run_1/congestion.png
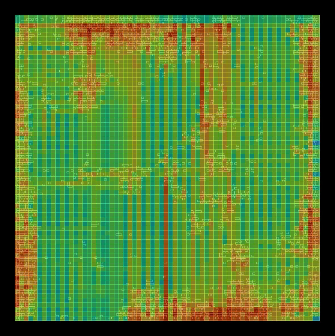
run_1/layer_met1.png
Supply wires on this layer in gray. Cells faint in the background.
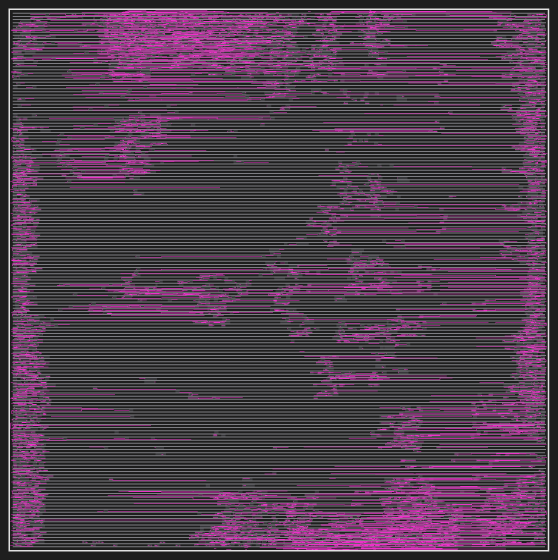
run_1/layer_met2.png
Cells faint in the background.
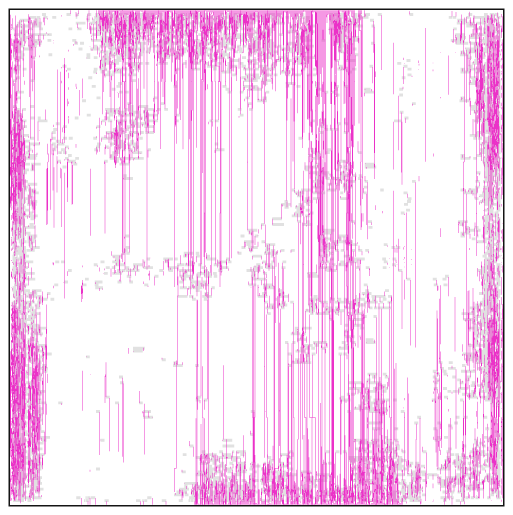
==> src/rtl/fill_drain_pkg.sv <==
// fill_drain_pkg: shared AXI constants, default width macros and fill-entry layout helpers.
// Rev 1.0 - initial release.
`default_nettype none

`ifndef AXI_ADDR_WIDTH
`define AXI_ADDR_WIDTH 32
`endif
`ifndef AXI_DATA_WIDTH
`define AXI_DATA_WIDTH 512
`endif
`ifndef AXI_ID_WIDTH
`define AXI_ID_WIDTH 4
`endif
`ifndef AXI_ID
`define AXI_ID 0
`endif

package fill_drain_pkg;

  localparam logic [1:0] AXI_RESP_OKAY  = 2'b00;
  localparam logic [1:0] AXI_BURST_INCR = 2'b01;

  // Fill entry is {addr, data}: address field starts right above the data field.
  function automatic int unsigned fill_addr_lsb(input int unsigned data_width);
    return data_width;
  endfunction

  function automatic logic [2:0] axi_size(input int unsigned data_width);
    return 3'($clog2(data_width / 8));
  endfunction

endpackage

`default_nettype wire

==> src/rtl/fill_drain_if.sv <==
// fill_drain_if: cache-side AXI write channels (AW/W/B) between fill_drain and the data array.
// Rev 1.0 - initial release.
`default_nettype none

interface fill_drain_if #(
  parameter int ADDR_WIDTH = 32,
  parameter int DATA_WIDTH = 512,
  parameter int ID_WIDTH   = 4
);
  logic [ID_WIDTH-1:0]     awid_o;
  logic [ADDR_WIDTH-1:0]   awaddr_o;
  logic [7:0]              awlen_o;
  logic [2:0]              awsize_o;
  logic [1:0]              awburst_o;
  logic                    awvalid_o;
  logic                    awready_i;
  logic [DATA_WIDTH-1:0]   wdata_o;
  logic [DATA_WIDTH/8-1:0] wstrb_o;
  logic                    wlast_o;
  logic                    wvalid_o;
  logic                    wready_i;
  logic [ID_WIDTH-1:0]     bid_i;
  logic [1:0]              bresp_i;
  logic                    bvalid_i;
  logic                    bready_o;

  modport master (
    output awid_o, awaddr_o, awlen_o, awsize_o, awburst_o, awvalid_o,
    output wdata_o, wstrb_o, wlast_o, wvalid_o, bready_o,
    input  awready_i, wready_i, bid_i, bresp_i, bvalid_i
  );

  modport slave (
    input  awid_o, awaddr_o, awlen_o, awsize_o, awburst_o, awvalid_o,
    input  wdata_o, wstrb_o, wlast_o, wvalid_o, bready_o,
    output awready_i, wready_i, bid_i, bresp_i, bvalid_i
  );
endinterface

`default_nettype wire

==> src/rtl/fill_drain.sv <==
// fill_drain: pops Fill FIFO entries and issues each as a single-beat AXI write, flagging error responses.
// Optional fill/error counters enabled by defining FILL_DRAIN_STAT_EN.  Rev 1.0 - initial release.
`default_nettype none

module fill_drain
  import fill_drain_pkg::*;
#(
  parameter int          ADDR_WIDTH = `AXI_ADDR_WIDTH,
  parameter int          DATA_WIDTH = `AXI_DATA_WIDTH,
  parameter int          ID_WIDTH   = `AXI_ID_WIDTH,
  parameter int unsigned ID         = `AXI_ID
) (
  input  wire logic                             clk,
  input  wire logic                             rst_n,
  input  wire logic                             fill_fifo_empty_i,
  output logic                                  fill_fifo_rden_o,
  input  wire logic [ADDR_WIDTH+DATA_WIDTH-1:0] fill_fifo_data_i,
  fill_drain_if.master                          axi,
  output logic                                  drain_idle_o,
  output logic                                  wr_err_o
`ifdef FILL_DRAIN_STAT_EN
  ,
  output logic [31:0]                           fill_cnt_o,
  output logic [31:0]                           err_cnt_o
`endif
);

  localparam int ADDR_LSB = fill_addr_lsb(DATA_WIDTH);

  typedef enum logic [1:0] {
    S_IDLE = 2'd0,
    S_LOAD = 2'd1,
    S_REQ  = 2'd2,
    S_RESP = 2'd3
  } state_t;

  state_t r_state;
  state_t w_next;
  logic   r_aw_done;
  logic   r_w_done;
  logic   w_aw_hs;
  logic   w_w_hs;
  logic   w_aw_fin;
  logic   w_w_fin;
  logic   w_b_hs;
  logic   w_unused_bid;

  assign w_aw_hs      = axi.awvalid_o & axi.awready_i;
  assign w_w_hs       = axi.wvalid_o & axi.wready_i;
  assign w_aw_fin     = r_aw_done | w_aw_hs;
  assign w_w_fin      = r_w_done | w_w_hs;
  assign w_b_hs       = axi.bvalid_i & axi.bready_o;
  assign w_unused_bid = ^axi.bid_i;

  assign axi.awid_o    = ID_WIDTH'(ID);
  assign axi.awlen_o   = 8'd0;
  assign axi.awsize_o  = axi_size(DATA_WIDTH);
  assign axi.awburst_o = AXI_BURST_INCR;
  assign axi.wstrb_o   = '1;
  assign axi.wlast_o   = 1'b1;
  assign drain_idle_o  = (r_state == S_IDLE);

  always_ff @(posedge clk or negedge rst_n) begin
    if (!rst_n) begin
      r_state <= S_IDLE;
    end else begin
      r_state <= w_next;
    end
  end

  always_comb begin
    w_next           = r_state;
    fill_fifo_rden_o = 1'b0;
    case (r_state)
      S_IDLE: begin
        if (!fill_fifo_empty_i) begin
          fill_fifo_rden_o = 1'b1;
          w_next           = S_LOAD;
        end
      end
      S_LOAD:  w_next = S_REQ;
      S_REQ:   if (w_aw_fin && w_w_fin) w_next = S_RESP;
      S_RESP:  if (w_b_hs) w_next = S_IDLE;
      default: w_next = S_IDLE;
    endcase
  end

  // AW and W complete independently; the done flags remember whichever finished first.
  always_ff @(posedge clk or negedge rst_n) begin
    if (!rst_n) begin
      axi.awaddr_o  <= '0;
      axi.wdata_o   <= '0;
      axi.awvalid_o <= 1'b0;
      axi.wvalid_o  <= 1'b0;
      axi.bready_o  <= 1'b0;
      r_aw_done     <= 1'b0;
      r_w_done      <= 1'b0;
      wr_err_o      <= 1'b0;
    end else begin
      wr_err_o <= 1'b0;
      case (r_state)
        S_LOAD: begin
          axi.awaddr_o  <= fill_fifo_data_i[ADDR_LSB +: ADDR_WIDTH];
          axi.wdata_o   <= fill_fifo_data_i[DATA_WIDTH-1:0];
          axi.awvalid_o <= 1'b1;
          axi.wvalid_o  <= 1'b1;
          r_aw_done     <= 1'b0;
          r_w_done      <= 1'b0;
        end
        S_REQ: begin
          if (w_aw_hs) begin
            axi.awvalid_o <= 1'b0;
            r_aw_done     <= 1'b1;
          end
          if (w_w_hs) begin
            axi.wvalid_o <= 1'b0;
            r_w_done     <= 1'b1;
          end
          if (w_aw_fin && w_w_fin) begin
            axi.bready_o <= 1'b1;
          end
        end
        S_RESP: begin
          if (w_b_hs) begin
            axi.bready_o <= 1'b0;
            wr_err_o     <= (axi.bresp_i != AXI_RESP_OKAY);
          end
        end
        default: ;
      endcase
    end
  end

`ifdef FILL_DRAIN_STAT_EN
  logic [31:0] r_fill_cnt;
  logic [31:0] r_err_cnt;

  always_ff @(posedge clk or negedge rst_n) begin
    if (!rst_n) begin
      r_fill_cnt <= 32'd0;
      r_err_cnt  <= 32'd0;
    end else begin
      if (w_b_hs)   r_fill_cnt <= r_fill_cnt + 32'd1;
      if (wr_err_o) r_err_cnt  <= r_err_cnt + 32'd1;
    end
  end

  assign fill_cnt_o = r_fill_cnt;
  assign err_cnt_o  = r_err_cnt;
`endif

endmodule

`default_nettype wire

==> src/flat_wrapper.sv <==
// flat-port wrapper written by rule: the top's interface ports become plain ports
module fill_drain_flat import fill_drain_pkg::*;
#(
  parameter int          ADDR_WIDTH = `AXI_ADDR_WIDTH,
  parameter int          DATA_WIDTH = `AXI_DATA_WIDTH,
  parameter int          ID_WIDTH   = `AXI_ID_WIDTH,
  parameter int unsigned ID         = `AXI_ID
)
  (clk, rst_n, fill_fifo_empty_i, fill_fifo_rden_o, fill_fifo_data_i, drain_idle_o, wr_err_o, axi_awid_o, axi_awaddr_o, axi_awlen_o, axi_awsize_o, axi_awburst_o, axi_awvalid_o, axi_wdata_o, axi_wstrb_o, axi_wlast_o, axi_wvalid_o, axi_bready_o, axi_awready_i, axi_wready_i, axi_bid_i, axi_bresp_i, axi_bvalid_i);
  fill_drain_if #(.ADDR_WIDTH(ADDR_WIDTH), .DATA_WIDTH(DATA_WIDTH), .ID_WIDTH(ID_WIDTH)) axi_i ();
  input  wire logic clk;
  input  wire logic rst_n;
  input  wire logic fill_fifo_empty_i;
  output logic fill_fifo_rden_o;
  input  wire logic [ADDR_WIDTH+DATA_WIDTH-1:0] fill_fifo_data_i;
  output logic drain_idle_o;
  output logic wr_err_o;
  output wire logic [$bits(axi_i.awid_o)-1:0] axi_awid_o;
  output wire logic [$bits(axi_i.awaddr_o)-1:0] axi_awaddr_o;
  output wire logic [$bits(axi_i.awlen_o)-1:0] axi_awlen_o;
  output wire logic [$bits(axi_i.awsize_o)-1:0] axi_awsize_o;
  output wire logic [$bits(axi_i.awburst_o)-1:0] axi_awburst_o;
  output wire logic [$bits(axi_i.awvalid_o)-1:0] axi_awvalid_o;
  output wire logic [$bits(axi_i.wdata_o)-1:0] axi_wdata_o;
  output wire logic [$bits(axi_i.wstrb_o)-1:0] axi_wstrb_o;
  output wire logic [$bits(axi_i.wlast_o)-1:0] axi_wlast_o;
  output wire logic [$bits(axi_i.wvalid_o)-1:0] axi_wvalid_o;
  output wire logic [$bits(axi_i.bready_o)-1:0] axi_bready_o;
  input wire logic [$bits(axi_i.awready_i)-1:0] axi_awready_i;
  input wire logic [$bits(axi_i.wready_i)-1:0] axi_wready_i;
  input wire logic [$bits(axi_i.bid_i)-1:0] axi_bid_i;
  input wire logic [$bits(axi_i.bresp_i)-1:0] axi_bresp_i;
  input wire logic [$bits(axi_i.bvalid_i)-1:0] axi_bvalid_i;
  assign axi_awid_o = axi_i.awid_o;
  assign axi_awaddr_o = axi_i.awaddr_o;
  assign axi_awlen_o = axi_i.awlen_o;
  assign axi_awsize_o = axi_i.awsize_o;
  assign axi_awburst_o = axi_i.awburst_o;
  assign axi_awvalid_o = axi_i.awvalid_o;
  assign axi_wdata_o = axi_i.wdata_o;
  assign axi_wstrb_o = axi_i.wstrb_o;
  assign axi_wlast_o = axi_i.wlast_o;
  assign axi_wvalid_o = axi_i.wvalid_o;
  assign axi_bready_o = axi_i.bready_o;
  assign axi_i.awready_i = axi_awready_i;
  assign axi_i.wready_i = axi_wready_i;
  assign axi_i.bid_i = axi_bid_i;
  assign axi_i.bresp_i = axi_bresp_i;
  assign axi_i.bvalid_i = axi_bvalid_i;
  fill_drain #(.ADDR_WIDTH(ADDR_WIDTH), .DATA_WIDTH(DATA_WIDTH), .ID_WIDTH(ID_WIDTH), .ID(ID)) u_core (.clk(clk), .rst_n(rst_n), .fill_fifo_empty_i(fill_fifo_empty_i), .fill_fifo_rden_o(fill_fifo_rden_o), .fill_fifo_data_i(fill_fifo_data_i), .axi(axi_i), .drain_idle_o(drain_idle_o), .wr_err_o(wr_err_o));
endmodule
==> config.mk <==
export PLATFORM = sky130hd
export DESIGN_NAME = fill_drain_flat
export DESIGN_NICKNAME = d
export VERILOG_FILES = /design/src/rtl/fill_drain_pkg.sv /design/src/rtl/fill_drain_if.sv /design/src/rtl/fill_drain.sv /design/src/flat_wrapper.sv
export SDC_FILE = /design/constraint.sdc
export NUM_CORES = 1
export LEC_CHECK = 0
export CAP_MARGIN = 10
export CORE_AREA = 2 2 464 466
export CTS_BUF_LIST = sky130_fd_sc_hd__clkbuf_16
export CTS_CLUSTER_DIAMETER = 200
export DETAILED_ROUTE_END_ITERATION = 8
export DIE_AREA = 0 0 466 468
export GPL_TIMING_DRIVEN = 0
export MAX_ROUTING_LAYER = met4
export SLEW_MARGIN = 20
export SYNTH_ARGS = -nofsm -noshare
export SYNTH_HDL_FRONTEND = slang
export SYNTH_SLANG_ARGS = --single-unit
==> constraint.sdc <==
create_clock -name clk -period 2.3 [get_ports clk]
set_clock_uncertainty 0.15 [all_clocks]
set_input_delay 0.23 -clock clk [delete_from_list [all_inputs] [get_ports clk]]
set_output_delay 0.23 -clock clk [all_outputs]
set_load 0.02 [all_outputs]
==> impl_metrics.xml, run 1 <==
<?xml version="1.0" encoding="UTF-8"?>
<metrics>
  <group name="place">
    <metric name="pre_cts_ws" unit="ns">0.0989</metric>
  </group>
  <group name="sta">
    <metric name="timing.hold.ws" unit="ns">-0.00109</metric>
    <metric name="slew_headroom" unit="%">48.7</metric>
    <metric name="finalHoldViolCount" unit="">2</metric>
    <metric name="report.final.setup_viol" unit="">0</metric>
  </group>
  <group name="logic_synthesis">
    <metric name="asyncSetResetFlopFracSynth" unit="%">100</metric>
    <metric name="syn_area" unit="mm²">0.0215</metric>
  </group>
  <group name="critical_path">
    <metric name="timing.critical_path.from_type" unit="">flop</metric>
    <metric name="regToRegEndpoint" unit="">u_core.axi.wdata_o[16]$_DFFE_PN0P_</metric>
  </group>
  <group name="cts">
    <metric name="clock_buffer_count_from_cts" unit="">78</metric>
    <metric name="clock_tree.root_cell" unit="">sky130_fd_sc_hd__clkbuf_16</metric>
    <metric name="clock.latency.late_pin" unit="ns">0.70</metric>
    <metric name="cts_htree_levels" unit="">3</metric>
    <metric name="post_cts_resized" unit="">133</metric>
  </group>
  <group name="layout">
    <metric name="clockBufferCount" unit="">78</metric>
    <metric name="top_regs" unit="">u_core.axi.wdata_o x512, u_core.axi.awaddr_o x32, u_core.r_state x2</metric>
  </group>
  <group name="power">
    <metric name="p_int" unit="mW">38.2</metric>
    <metric name="sw_share" unit="%">40.4</metric>
  </group>
  <group name="run_status">
    <metric name="outcome" unit="">finished, violations left</metric>
    <metric name="violated_checks" unit="">negative hold slack</metric>
  </group>
  <group name="global_route">
    <metric name="grtUsageMet3" unit="%">7.44</metric>
  </group>
  <group name="routing">
    <metric name="highest_layer" unit="">met4</metric>
  </group>
</metrics>
Notes on congestion.png above:
post-DR wirelength/cell: 25.7 µm
global routing's busiest layer: met2
met1 Usage GRT: 14.3%
GRT Resource Usage Total: 14.2%
utilization after layout: 20.8%

Notes on layer_met1.png above:
- wire length on this layer: 56.0 mm
- nets with wire on the layer: 3,224

Notes on layer_met2.png above:
- nets with wire on the layer: 3,323
- longest straight run: 310 µm
- share of all routed wire: 48%

run_1/flops_by_reg.png
Other sequential cells in the stronger gray, the rest of the logic in the fainter gray.
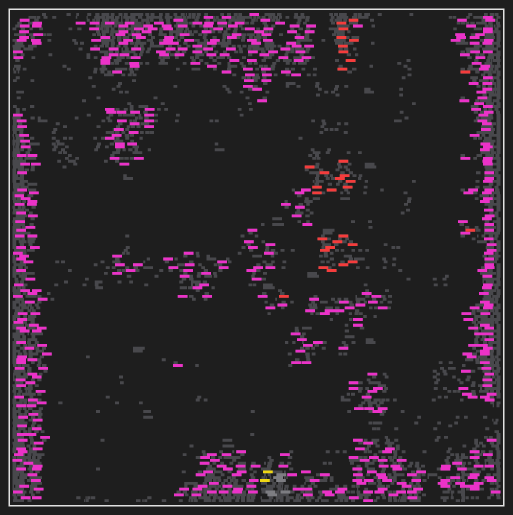

==> run 1 -> run 2 <==
- CELL_PAD_IN_SITES_DETAIL_PLACEMENT: default -> 1
- CELL_PAD_IN_SITES_GLOBAL_PLACEMENT: default -> 1
- CORE_AREA: 2 2 464 466 -> 2 2 459 461
- DIE_AREA: 0 0 466 468 -> 0 0 461 463
- PLACE_DENSITY_LB_ADDON: default -> 0.1
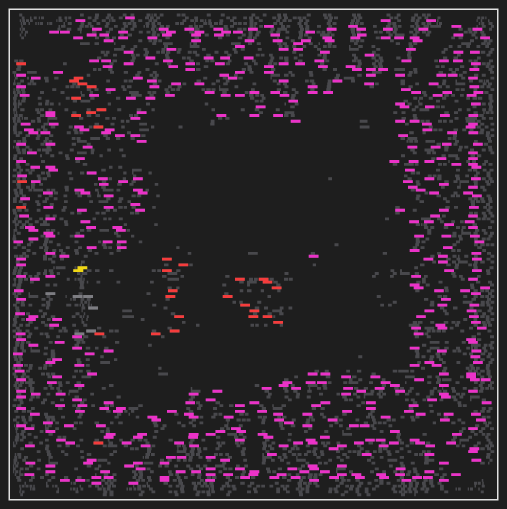
run_2/flops_by_reg.png
Other sequential cells in the stronger gray, the rest of the logic in the fainter gray.
- u_core.axi.awaddr_o: red (flops 32)
- u_core.axi.wdata_o: magenta (flops 512; where widely spread)
- u_core.r_state: yellow (flops 2)
- not colored: 6

==> run 2 against run 1 <==
- the flow still finishes with violations (negative hold slack)
- largest cell class unchanged
- register-to-register slack improved by 0.05 ns
- synthesized area is the same
- final cell count decreased by 0.91%
- count of clock-buffer cells in the layout increased by 7
- first-iteration DRC count fell by 63%
- critical path depth is the same
- via count is 3.5% lower
- synthesized cell count unchanged
- sequential power about the same
- fmax is 0.38% higher
- critical endpoint is now axi_awaddr_o[20]
- die size fell by 2.1%
- clock power is 5% lower
==> impl_metrics.xml, run 2 <==
<?xml version="1.0" encoding="UTF-8"?>
<metrics>
  <group name="routing">
    <metric name="post_drt_wl_per_cell" unit="µm">21.2</metric>
    <metric name="highest_layer" unit="">met4</metric>
  </group>
  <group name="global_route">
    <metric name="grtUsageMet3" unit="%">5.00</metric>
    <metric name="grt_resource_usage_total" unit="%">12.0</metric>
  </group>
  <group name="power">
    <metric name="p_int" unit="mW">38.1</metric>
    <metric name="static-leakage-power" unit="nW">17.6</metric>
    <metric name="p_comb" unit="mW">32.9</metric>
  </group>
  <group name="critical_path">
    <metric name="timing.critical_path.from_type" unit="">flop</metric>
    <metric name="worstPathRequired" unit="ns">1.92</metric>
    <metric name="regToRegEndpoint" unit="">u_core.axi.wdata_o[296]$_DFFE_PN0P_</metric>
  </group>
  <group name="sta">
    <metric name="report.final.setup_viol" unit="">0</metric>
    <metric name="timing.hold.ws" unit="ns">-0.0392</metric>
    <metric name="finalHoldViolCount" unit="">36</metric>
    <metric name="slew_headroom" unit="%">38.9</metric>
  </group>
  <group name="logic_synthesis">
    <metric name="asyncSetResetFlopFracSynth" unit="%">100</metric>
    <metric name="syn_area" unit="mm²">0.0215</metric>
    <metric name="numSynthFlops" unit="">552</metric>
    <metric name="topCombFamilyByArea" unit="">multiplexers</metric>
  </group>
  <group name="run_status">
    <metric name="violated_checks" unit="">negative hold slack</metric>
    <metric name="outcome" unit="">finished, violations left</metric>
  </group>
  <group name="cts">
    <metric name="cts_htree_levels" unit="">3</metric>
    <metric name="clock_tree.root_cell" unit="">sky130_fd_sc_hd__clkbuf_16</metric>
    <metric name="clock_buffer_count_from_cts" unit="">82</metric>
  </group>
  <group name="layout">
    <metric name="post-route-util" unit="%">21.3</metric>
    <metric name="top_regs" unit="">u_core.axi.wdata_o x512, u_core.axi.awaddr_o x32, u_core.r_state x2</metric>
    <metric name="layout_top_cells" unit="">1,015 x sky130_fd_sc_hd__clkdlybuf4s50_1, 551 x sky130_fd_sc_hd__dfrtp_1, 543 x sky130_fd_sc_hd__mux2_2</metric>
    <metric name="layout_top_cell" unit="">sky130_fd_sc_hd__clkdlybuf4s50_1</metric>
    <metric name="clockBufferCount" unit="">85</metric>
  </group>
  <group name="place">
    <metric name="pre_cts_ws" unit="ns">0.0556</metric>
    <metric name="numPortBuffers" unit="">1101</metric>
  </group>
  <group name="die">
    <metric name="design.die.area" unit="mm²">0.213</metric>
  </group>
</metrics>
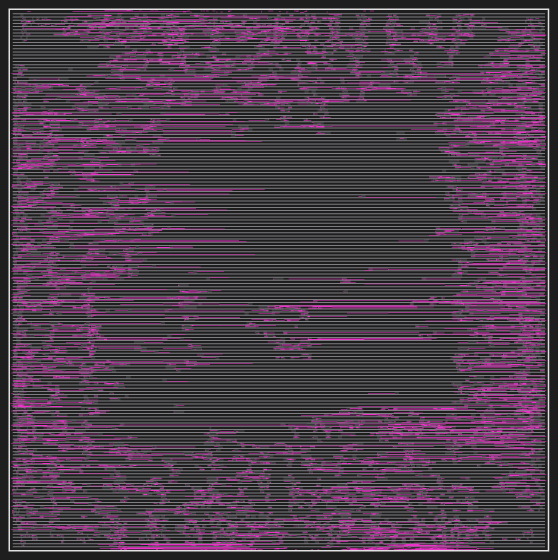
run_2/layer_met1.png
Supply wires on this layer in gray. Cells faint in the background.
- main direction: horizontal
- longest straight run: 156 µm
met1 Usage GRT: 12.9%
total number of vias: 17,813

Power is estimated from default activity; no workload was simulated.
